<file path="src/rtl/mult_div_unit_pkg.sv">
// Shared definitions for the multiply/divide unit: FSM state encoding, default width and
// the MIPS funct codes the control unit decodes into op_mult/op_div.
package mult_div_unit_pkg;

    localparam int unsigned MdWidth = 32;

    localparam logic [5:0] FunctMult = 6'h18;
    localparam logic [5:0] FunctDiv  = 6'h1a;

    typedef enum logic [2:0] {
        StIdle = 3'd0,
        StMult = 3'd1,
        StDiv  = 3'd2,
        StFix  = 3'd3,
        StDone = 3'd4
    } md_state_e;

endpackage

</file>
<file path="src/rtl/mult_div_unit_if.sv">
// Control-unit <-> multiply/divide unit bundle. div_zero exists only when
// MD_DIVZERO_EXC_EN is defined.
interface mult_div_unit_if
    import mult_div_unit_pkg::*;
#(
    parameter int unsigned WIDTH = MdWidth
);
    logic             op_mult;
    logic             op_div;
    logic [WIDTH-1:0] a_in;
    logic [WIDTH-1:0] b_in;
    logic             busy;
    logic             done;
    logic [WIDTH-1:0] hi_out;
    logic [WIDTH-1:0] lo_out;
`ifdef MD_DIVZERO_EXC_EN
    logic             div_zero;

    modport master (output op_mult, op_div, a_in, b_in,
                    input  busy, done, hi_out, lo_out, div_zero);
    modport slave  (input  op_mult, op_div, a_in, b_in,
                    output busy, done, hi_out, lo_out, div_zero);
`else
    modport master (output op_mult, op_div, a_in, b_in,
                    input  busy, done, hi_out, lo_out);
    modport slave  (input  op_mult, op_div, a_in, b_in,
                    output busy, done, hi_out, lo_out);
`endif
endinterface

</file>
<file path="src/rtl/mult_div_unit_md_iter_core.sv">
// One combinational iteration: radix-2 Booth step (mode_div=0) or restoring-division step
// (mode_div=1) over the shared {acc, low, qm1} working registers.
module mult_div_unit_md_iter_core
    import mult_div_unit_pkg::*;
#(
    parameter int unsigned WIDTH = MdWidth
) (
    input  logic             mode_div,
    input  logic [WIDTH:0]   acc,
    input  logic [WIDTH-1:0] low,
    input  logic             qm1,
    input  logic [WIDTH-1:0] opd,
    output logic [WIDTH:0]   acc_next,
    output logic [WIDTH-1:0] low_next,
    output logic             qm1_next
);

    logic [WIDTH:0]   sum;
    logic [WIDTH:0]   r_sh;
    logic [WIDTH+1:0] diff;

    always_comb begin
        acc_next = acc;
        low_next = low;
        qm1_next = qm1;
        sum      = acc;
        r_sh     = '0;
        diff     = '0;
        if (mode_div) begin
            r_sh = {acc[WIDTH-1:0], low[WIDTH-1]};
            diff = {1'b0, r_sh} - {2'b00, opd};
            if (!diff[WIDTH+1]) begin
                acc_next = diff[WIDTH:0];
                low_next = {low[WIDTH-2:0], 1'b1};
            end else begin
                acc_next = r_sh;
                low_next = {low[WIDTH-2:0], 1'b0};
            end
        end else begin
            // acc carries one guard bit so -2^(W-1) * -2^(W-1) cannot overflow
            case ({low[0], qm1})
                2'b01:   sum = acc + {opd[WIDTH-1], opd};
                2'b10:   sum = acc - {opd[WIDTH-1], opd};
                default: sum = acc;
            endcase
            acc_next = {sum[WIDTH], sum[WIDTH:1]};
            low_next = {sum[0], low[WIDTH-1:1]};
            qm1_next = low[0];
        end
    end

endmodule

</file>
<file path="src/rtl/mult_div_unit.sv">
// Multicycle signed MIPS mult/div unit (Booth multiply, restoring divide + sign fix-up).
// MD_DIVZERO_EXC_EN: zero divisor skips to DONE, keeps HI/LO and raises sticky div_zero.
module mult_div_unit
    import mult_div_unit_pkg::*;
#(
    parameter int unsigned WIDTH = MdWidth,
    parameter int unsigned CNT_W = 6
) (
    input logic           clk,
    input logic           reset,
    mult_div_unit_if.slave md
);

    localparam logic [CNT_W-1:0] LastCnt = CNT_W'(WIDTH - 1);

    md_state_e        state_q;
    logic [CNT_W-1:0] cnt_q;
    logic [WIDTH:0]   acc_q;
    logic [WIDTH-1:0] low_q;
    logic             qm1_q;
    logic [WIDTH-1:0] opd_q;
    logic             sgn_quo_q;
    logic             sgn_rem_q;
    logic             busy_q;
    logic             done_q;
    logic [WIDTH-1:0] hi_q;
    logic [WIDTH-1:0] lo_q;

    logic [WIDTH:0]   acc_next;
    logic [WIDTH-1:0] low_next;
    logic             qm1_next;
    logic [WIDTH-1:0] abs_a;
    logic [WIDTH-1:0] abs_b;

    assign abs_a = md.a_in[WIDTH-1] ? -md.a_in : md.a_in;
    assign abs_b = md.b_in[WIDTH-1] ? -md.b_in : md.b_in;

    mult_div_unit_md_iter_core #(
        .WIDTH(WIDTH)
    ) u_md_iter_core (
        .mode_div (state_q == StDiv),
        .acc      (acc_q),
        .low      (low_q),
        .qm1      (qm1_q),
        .opd      (opd_q),
        .acc_next (acc_next),
        .low_next (low_next),
        .qm1_next (qm1_next)
    );

`ifdef MD_DIVZERO_EXC_EN
    logic div_zero_q;
    assign md.div_zero = div_zero_q;
`endif

    always_ff @(posedge clk or negedge reset) begin
        if (!reset) begin
            state_q    <= StIdle;
            cnt_q      <= '0;
            acc_q      <= '0;
            low_q      <= '0;
            qm1_q      <= 1'b0;
            opd_q      <= '0;
            sgn_quo_q  <= 1'b0;
            sgn_rem_q  <= 1'b0;
            busy_q     <= 1'b0;
            done_q     <= 1'b0;
            hi_q       <= '0;
            lo_q       <= '0;
`ifdef MD_DIVZERO_EXC_EN
            div_zero_q <= 1'b0;
`endif
        end else begin
            // Outputs lag the state by one cycle, so done is seen while state_q is back in
            // IDLE; done_q then blocks a start during that cycle.
            busy_q <= (state_q == StMult) || (state_q == StDiv) || (state_q == StFix);
            done_q <= (state_q == StDone);
            case (state_q)
                StIdle: begin
                    if (!done_q && md.op_mult) begin
                        state_q <= StMult;
                        cnt_q   <= '0;
                        acc_q   <= '0;
                        low_q   <= md.b_in;
                        qm1_q   <= 1'b0;
                        opd_q   <= md.a_in;
`ifdef MD_DIVZERO_EXC_EN
                        div_zero_q <= 1'b0;
`endif
                    end else if (!done_q && md.op_div) begin
`ifdef MD_DIVZERO_EXC_EN
                        div_zero_q <= (md.b_in == '0);
                        if (md.b_in == '0) begin
                            state_q <= StDone;
                        end else
`endif
                        begin
                            state_q   <= StDiv;
                            cnt_q     <= '0;
                            acc_q     <= '0;
                            low_q     <= abs_a;
                            qm1_q     <= 1'b0;
                            opd_q     <= abs_b;
                            sgn_quo_q <= md.a_in[WIDTH-1] ^ md.b_in[WIDTH-1];
                            sgn_rem_q <= md.a_in[WIDTH-1];
                        end
                    end
                end
                StMult: begin
                    acc_q <= acc_next;
                    low_q <= low_next;
                    qm1_q <= qm1_next;
                    cnt_q <= cnt_q + CNT_W'(1);
                    if (cnt_q == LastCnt) begin
                        hi_q    <= acc_next[WIDTH-1:0];
                        lo_q    <= low_next;
                        state_q <= StDone;
                    end
                end
                StDiv: begin
                    acc_q <= acc_next;
                    low_q <= low_next;
                    cnt_q <= cnt_q + CNT_W'(1);
                    if (cnt_q == LastCnt) begin
                        state_q <= StFix;
                    end
                end
                StFix: begin
                    hi_q    <= sgn_rem_q ? -acc_q[WIDTH-1:0] : acc_q[WIDTH-1:0];
                    lo_q    <= sgn_quo_q ? -low_q : low_q;
                    state_q <= StDone;
                end
                StDone: begin
                    state_q <= StIdle;
                end
                default: begin
                    state_q <= StIdle;
                end
            endcase
        end
    end

    assign md.busy   = busy_q;
    assign md.done   = done_q;
    assign md.hi_out = hi_q;
    assign md.lo_out = lo_q;

endmodule
</file>
<file path="src/flat_wrapper.sv">
// flat-port wrapper written by rule: the top's interface ports become plain ports
module mult_div_unit_flat import mult_div_unit_pkg::*;
#(
    parameter int unsigned WIDTH = MdWidth,
    parameter int unsigned CNT_W = 6
)
  (clk, reset, md_op_mult, md_op_div, md_a_in, md_b_in, md_busy, md_done, md_hi_out, md_lo_out);
  mult_div_unit_if #(.WIDTH(WIDTH)) md_i ();
  input logic clk;
  input logic reset;
  input wire logic [$bits(md_i.op_mult)-1:0] md_op_mult;
  input wire logic [$bits(md_i.op_div)-1:0] md_op_div;
  input wire logic [$bits(md_i.a_in)-1:0] md_a_in;
  input wire logic [$bits(md_i.b_in)-1:0] md_b_in;
  output wire logic [$bits(md_i.busy)-1:0] md_busy;
  output wire logic [$bits(md_i.done)-1:0] md_done;
  output wire logic [$bits(md_i.hi_out)-1:0] md_hi_out;
  output wire logic [$bits(md_i.lo_out)-1:0] md_lo_out;
  assign md_i.op_mult = md_op_mult;
  assign md_i.op_div = md_op_div;
  assign md_i.a_in = md_a_in;
  assign md_i.b_in = md_b_in;
  assign md_busy = md_i.busy;
  assign md_done = md_i.done;
  assign md_hi_out = md_i.hi_out;
  assign md_lo_out = md_i.lo_out;
  mult_div_unit #(.WIDTH(WIDTH), .CNT_W(CNT_W)) u_core (.clk(clk), .reset(reset), .md(md_i));
endmodule
</file>
<file path="config.mk">
export PLATFORM = sky130hd
export DESIGN_NAME = mult_div_unit_flat
export DESIGN_NICKNAME = d
export VERILOG_FILES = /design/src/rtl/mult_div_unit_pkg.sv /design/src/rtl/mult_div_unit_if.sv /design/src/rtl/mult_div_unit_md_iter_core.sv /design/src/rtl/mult_div_unit.sv /design/src/flat_wrapper.sv
export SDC_FILE = /design/constraint.sdc
export NUM_CORES = 1
export LEC_CHECK = 0
export CAP_MARGIN = 20
export CORE_MARGIN = 2
export CORE_UTILIZATION = 30
export CTS_CLUSTER_DIAMETER = 60
export DETAILED_ROUTE_END_ITERATION = 10
export PLACE_DENSITY = 0.58
export SKIP_CTS_REPAIR_TIMING = 1
export SYNTH_ARGS = -nofsm -noshare
export SYNTH_HDL_FRONTEND = slang
export SYNTH_SLANG_ARGS = --single-unit
</file>
<file path="constraint.sdc">
create_clock -name clk -period 3.72 [get_ports clk]
set_input_delay 0.372 -clock clk [delete_from_list [all_inputs] [get_ports clk]]
set_output_delay 0.372 -clock clk [all_outputs]
set_load 0.02 [all_outputs]
</file>
run_1/layer_met1.png
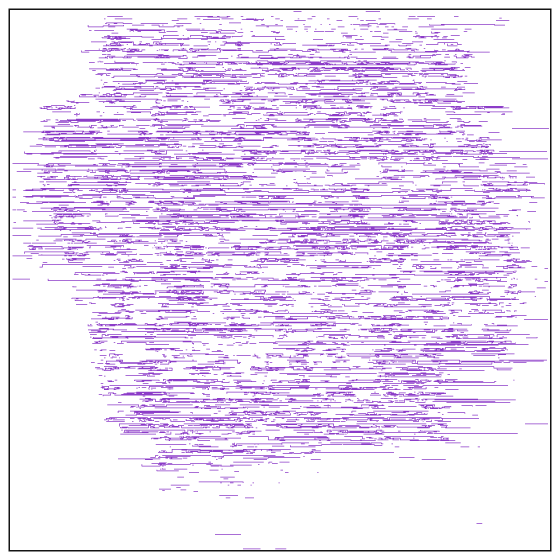
longest straight run: 77.0 um
share of all routed wire: 44%
main direction: horizontal

run_1/cell_density.png
23 x 23 tiles, from white (low) to dark blue (high), 0 to 100% covered.
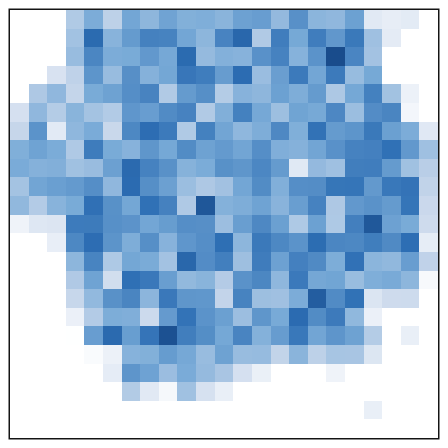
tiles over 75% full: 3.2%
nearly empty tiles: 24%
mean over tiles: 37%
fullest tile: 89%
Core Util at FP: 30.2%
final core area utilization: 40.7%
Core Region: 51,100 um2

run_1/placement.png
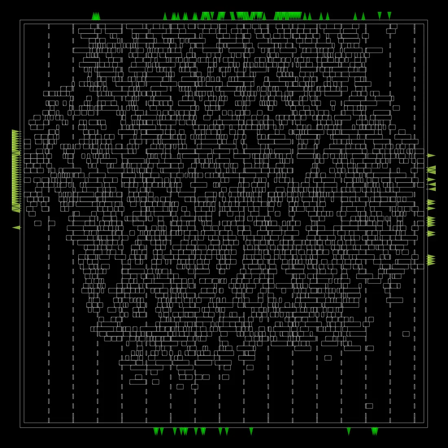
non-filler cells in the finished layout: 2,993
sequential share of cell area: 21.1%

run_1/layer_met2.png
Cells faint in the background.
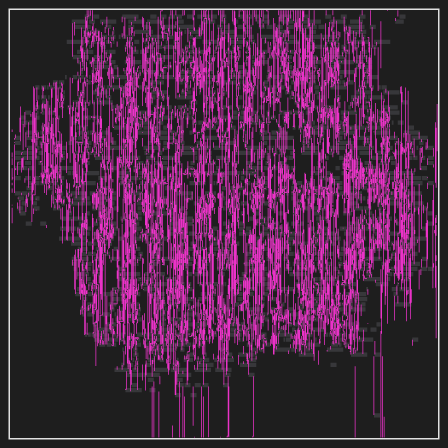
main direction: vertical
nets with wire on the layer: 2,046
wire length on this layer: 29.5 mm

==> results_slide.txt, run 1 <==
Synthesis and Place & Route Summary

Logic synthesis
  – Yosys warning total: 0
  – Cell total in the yosys stat output: 1,984
  – Cell Area, Synth: 15,400 um2
  – Top FF cell, synth: dfrtp_1
  – Post-synth EDFFs: 0
  – Post-synth cell types: 70
  – Top cells by instance count after synthesis: 225 x nand2_1, 178 x a21oi_1, 175 x dfrtp_1

Outcome
  – Violations in the final reports: setup timing
  – Status: finished, violations left

Critical path
  – Number of logic stages on the critical path including buffering: 19
  – Most repeated library cell on the critical path: a21o_1
  – Crit path capture type: register
  – Critical Path AT: 4330 ps
  – R2R Setup Slk: -250 ps
  – Source of the critical timing path: u_core.opd_q[5]

Drt
  – WL final: 60.5 mm
  – Remaining design rule violation count: 0
  – Residual antenna-violating net count after detailed routing: 0

Placement
  – Final GP Congestion: 0.921

STA
  – Final setup margin: -246 ps
  – Final Critical Period: 3970 ps
  – Setup total negative slack: -3160 ps
  – Setup-violating endpoint count in the final report: 22

Min path
  – Min-delay worst type: in2async

Final layout
  – Total number of nets in the final design: 2,442

Clock tree
  – Clk root buf: clkbuf_16
  – Number of buffers between clock root and the deepest sink: 2
run 1: placed cells by master (no fill, tap or decap), types with 16 or more instances in the layout:
cell | synthesis | layout
inv_1 | 62 | 60
dfrtp_1 | 175 | 175
a31oi_1 | 33 | 29
o31ai_1 | 38 | 36
a211oi_1 | 33 | 28
o41ai_1 | 19 | 16
mux2i_1 | 33 | 31
o21a_1 | 20 | 20
o211ai_1 | 42 | 42
nand3_1 | 40 | 34
a21oi_2 | 0 | 19
nor2_1 | 156 | 153
or4_1 | 18 | 17
buf_4 | 0 | 280
a21o_1 | 32 | 32
a21oi_1 | 178 | 156
clkdlybuf4s50_1 | 0 | 132
clkbuf_16 | 0 | 17
nand2_1 | 225 | 216
xnor2_1 | 117 | 114
nor3_1 | 29 | 22
xor2_1 | 83 | 83
ha_1 | 71 | 67
o22ai_1 | 51 | 49
o21ai_0 | 170 | 154
run 1: routing by layer:
| metal | routed length (um) | vias up | track usage [%] |
|---|---|---|---|
| met5 | 0 | - | 0 |
| met4 | 1700 | 0 | 7.10 |
| met3 | 2810 | 98 | 2.50 |
| met2 | 29500 | 489 | 38.0 |
| met1 | 26500 | 7917 | 29.5 |
| li1 | - | 7873 | - |
run 1: area by class of cell:
class	count	area (um2)
Tap cell	680	851
Inverter	62	233
Clock inverter	12	103
Sequential cell	175	4380
Clock buffer	19	443
Timing Repair Buffer	432	3740
Multi-Input combinational cell	1613	11000
Fill cell	5213	30300
run 1: worst reg2reg max path: cells and delay by family, from the launching register on:
family,cells,cell delay (ps)
compound gates,10,1570
xor+xnor,2,410
flops,1,410
fa+ha+maj,1,310
buf+inv,3,380
simple gates,3,760
run 1: registers in the layout, indices dropped and copies added, names as in the netlist:
register / flops
u_core.qm1_q: 1
u_core.md.hi_out: 32
u_core.opd_q: 32
u_core.md.busy: 1
u_core.acc_q: 33
u_core.low_q: 32
u_core.md.lo_out: 32
u_core.state_q: 3
u_core.md.done: 1
u_core.cnt_q: 6
u_core.sgn_rem_q: 1
u_core.sgn_quo_q: 1
run 1: worst min-delay path by stage:
stage	end	slack, ps	cells after the start	startpoint
after global routing	u_core.qm1_q	510	2	u_core.qm1_q
final	u_core.md.lo_out[26]	480	2	reset
after detailed placement	u_core.md.lo_out[26]	440	1	reset
after CTS	u_core.md.lo_out[26]	-60	1	reset
after floorplan	u_core.acc_q[0]	80	0	reset
after global placement	u_core.md.lo_out[26]	430	1	reset
run 1: cells by family after synthesis:
kind of cell / share of synthesized area [%]
simple gates: 17.8
xor+xnor: 11.4
buf+inv: 4.83
compound gates: 29.1
flops: 28.4
mux: 2.43
fa+ha+maj: 6.02
run 1: per-stage QoR:
stage	hold slack, ps	area [um2]	std cells
finish	484	20800	2993
global route	511	20800	2993
CTS	-62.0	19900	2973
detailed placement	438	19400	2942
global placement	430	19400	2942
floorplan	76.4	15500	1984
run_1/flops_by_reg.png
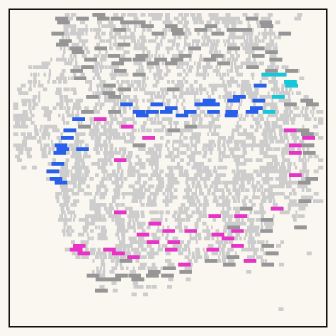

==> run 2: changes to the inputs <==
--- a/config.mk
+++ b/config.mk
@@ -7,10 +7,10 @@
 export LEC_CHECK = 0
 export CAP_MARGIN = 20
 export CORE_MARGIN = 2
-export CORE_UTILIZATION = 30
+export CORE_UTILIZATION = 40
 export CTS_CLUSTER_DIAMETER = 60
 export DETAILED_ROUTE_END_ITERATION = 10
-export PLACE_DENSITY = 0.58
+export PLACE_DENSITY = 0.7
 export SKIP_CTS_REPAIR_TIMING = 1
 export SYNTH_ARGS = -nofsm -noshare
 export SYNTH_HDL_FRONTEND = slang
run_2/flops_by_reg.png
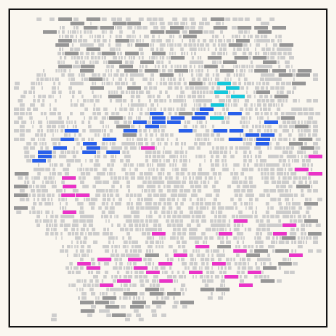
legend:
  magenta:
    signal: u_core.acc_q
    placed_flops: 33
  cyan:
    signal: u_core.cnt_q
    placed_flops: 6
  blue:
    signal: u_core.opd_q
    placed_flops: 32
not coloured: 104

run_2/placement.png
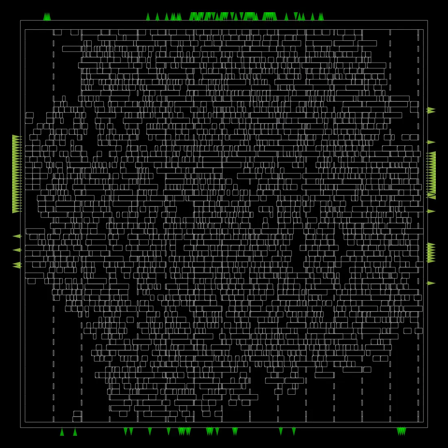
tap cell count: 511
sequential share of cell area: 21.5%
sequential cell count: 175
Core Region: 37,800 um2

==> results_slide.txt, run 2 <==
Synthesis and Place & Route Summary

Outcome
  – Status: finished, violations left
  – Violations in the final reports: setup timing

Logic synthesis
  – Yosys warning total: 0
  – Post-synth EDFFs: 0
  – Cell total in the yosys stat output: 1,984
  – Top cells by instance count after synthesis: 225 x nand2_1, 178 x a21oi_1, 175 x dfrtp_1
  – Post-synth cell types: 70

Final layout
  – Largest register FFs: 33
  – Final core area utilization: 53.8%
  – Most flop-heavy register: u_core.acc_q
  – Top cells excl fill/tap: 254 x buf_4, 220 x nand2_1, 175 x dfrtp_1

STA
  – Setup total negative slack: -1230 ps
  – Final Critical Period: 3980 ps
  – Worst hold slack: 473 ps
  – Final setup margin: -260 ps
  – Setup-violating endpoint count in the final report: 19

Clock tree
  – Number of buffers between clock root and the deepest sink: 2
  – Clk root buf: clkbuf_16

Critical path
  – R2R Setup Slk: -260 ps
  – Critical Path AT: 4360 ps
  – Crit path capture type: register

Drt
  – Met3 WL: 3.01 mm
  – Remaining design rule violation count: 0
  – Residual antenna-violating net count after detailed routing: 0
  – Top layer in use: met4
  – Met2 routed wirelength: 27.5 mm

Min path
  – Min-delay worst type: in2async

Placement
  – Number of placed cells counting well taps: 2,743
  – Area after detailed placement: 18,900 um2

Die
  – Core Util at FP: 40.7%
[run 2: final cells by class]
| type | instances | area, um2 |
|---|---|---|
| clock buffers | 19 | 453 |
| well taps | 511 | 639 |
| fillers | 3606 | 17500 |
| inverters | 62 | 233 |
| repair buffers | 403 | 3490 |
| flip-flops and latches | 175 | 4380 |
| multi-input cells | 1613 | 11000 |
| clock inverters | 13 | 176 |
[run 2: cells by family after synthesis]
family                   count (synthesis)  share of synthesized area, %
adder cells (fa/ha/maj)                 73                          6.02
AND/OR/NAND/NOR                        594                          17.8
flip-flops                             175                          28.4
XOR/XNOR                               200                          11.4
buffers and inverters                  196                          4.83
AND-OR/OR-AND                          709                          29.1
multiplexers                            37                          2.43
[run 2: worst max path at each step]
stage,from,end,slack (ps),cells past startpoint
2_1_floorplan,u_core.opd_q[8],u_core.md.hi_out[31],-10,19
6_report,u_core.opd_q[4],u_core.acc_q[24],-260,16
4_1_cts,u_core.opd_q[8],u_core.md.hi_out[31],-510,19
3_3_place_gp,u_core.opd_q[2],u_core.md.hi_out[31],-380,17
5_1_grt,u_core.opd_q[4],u_core.acc_q[24],-390,16
3_5_place_dp,u_core.opd_q[8],u_core.md.hi_out[31],-470,19
[run 2: critical path, delay by kind of cell, from the launching register on]
family                   cells  cell delay [ps]
flip-flops                   1              410
XOR/XNOR                     2              440
adder cells (fa/ha/maj)      1              300
AND/OR/NAND/NOR              4              740
AND-OR/OR-AND                8             1820
buffers and inverters        1              150
[run 2: per-layer routing]
metal	track usage, %	vias up
met2	45.8	584
met5	0	-
met1	36.7	8076
li1	-	7843
met4	12.2	0
met3	3.38	137
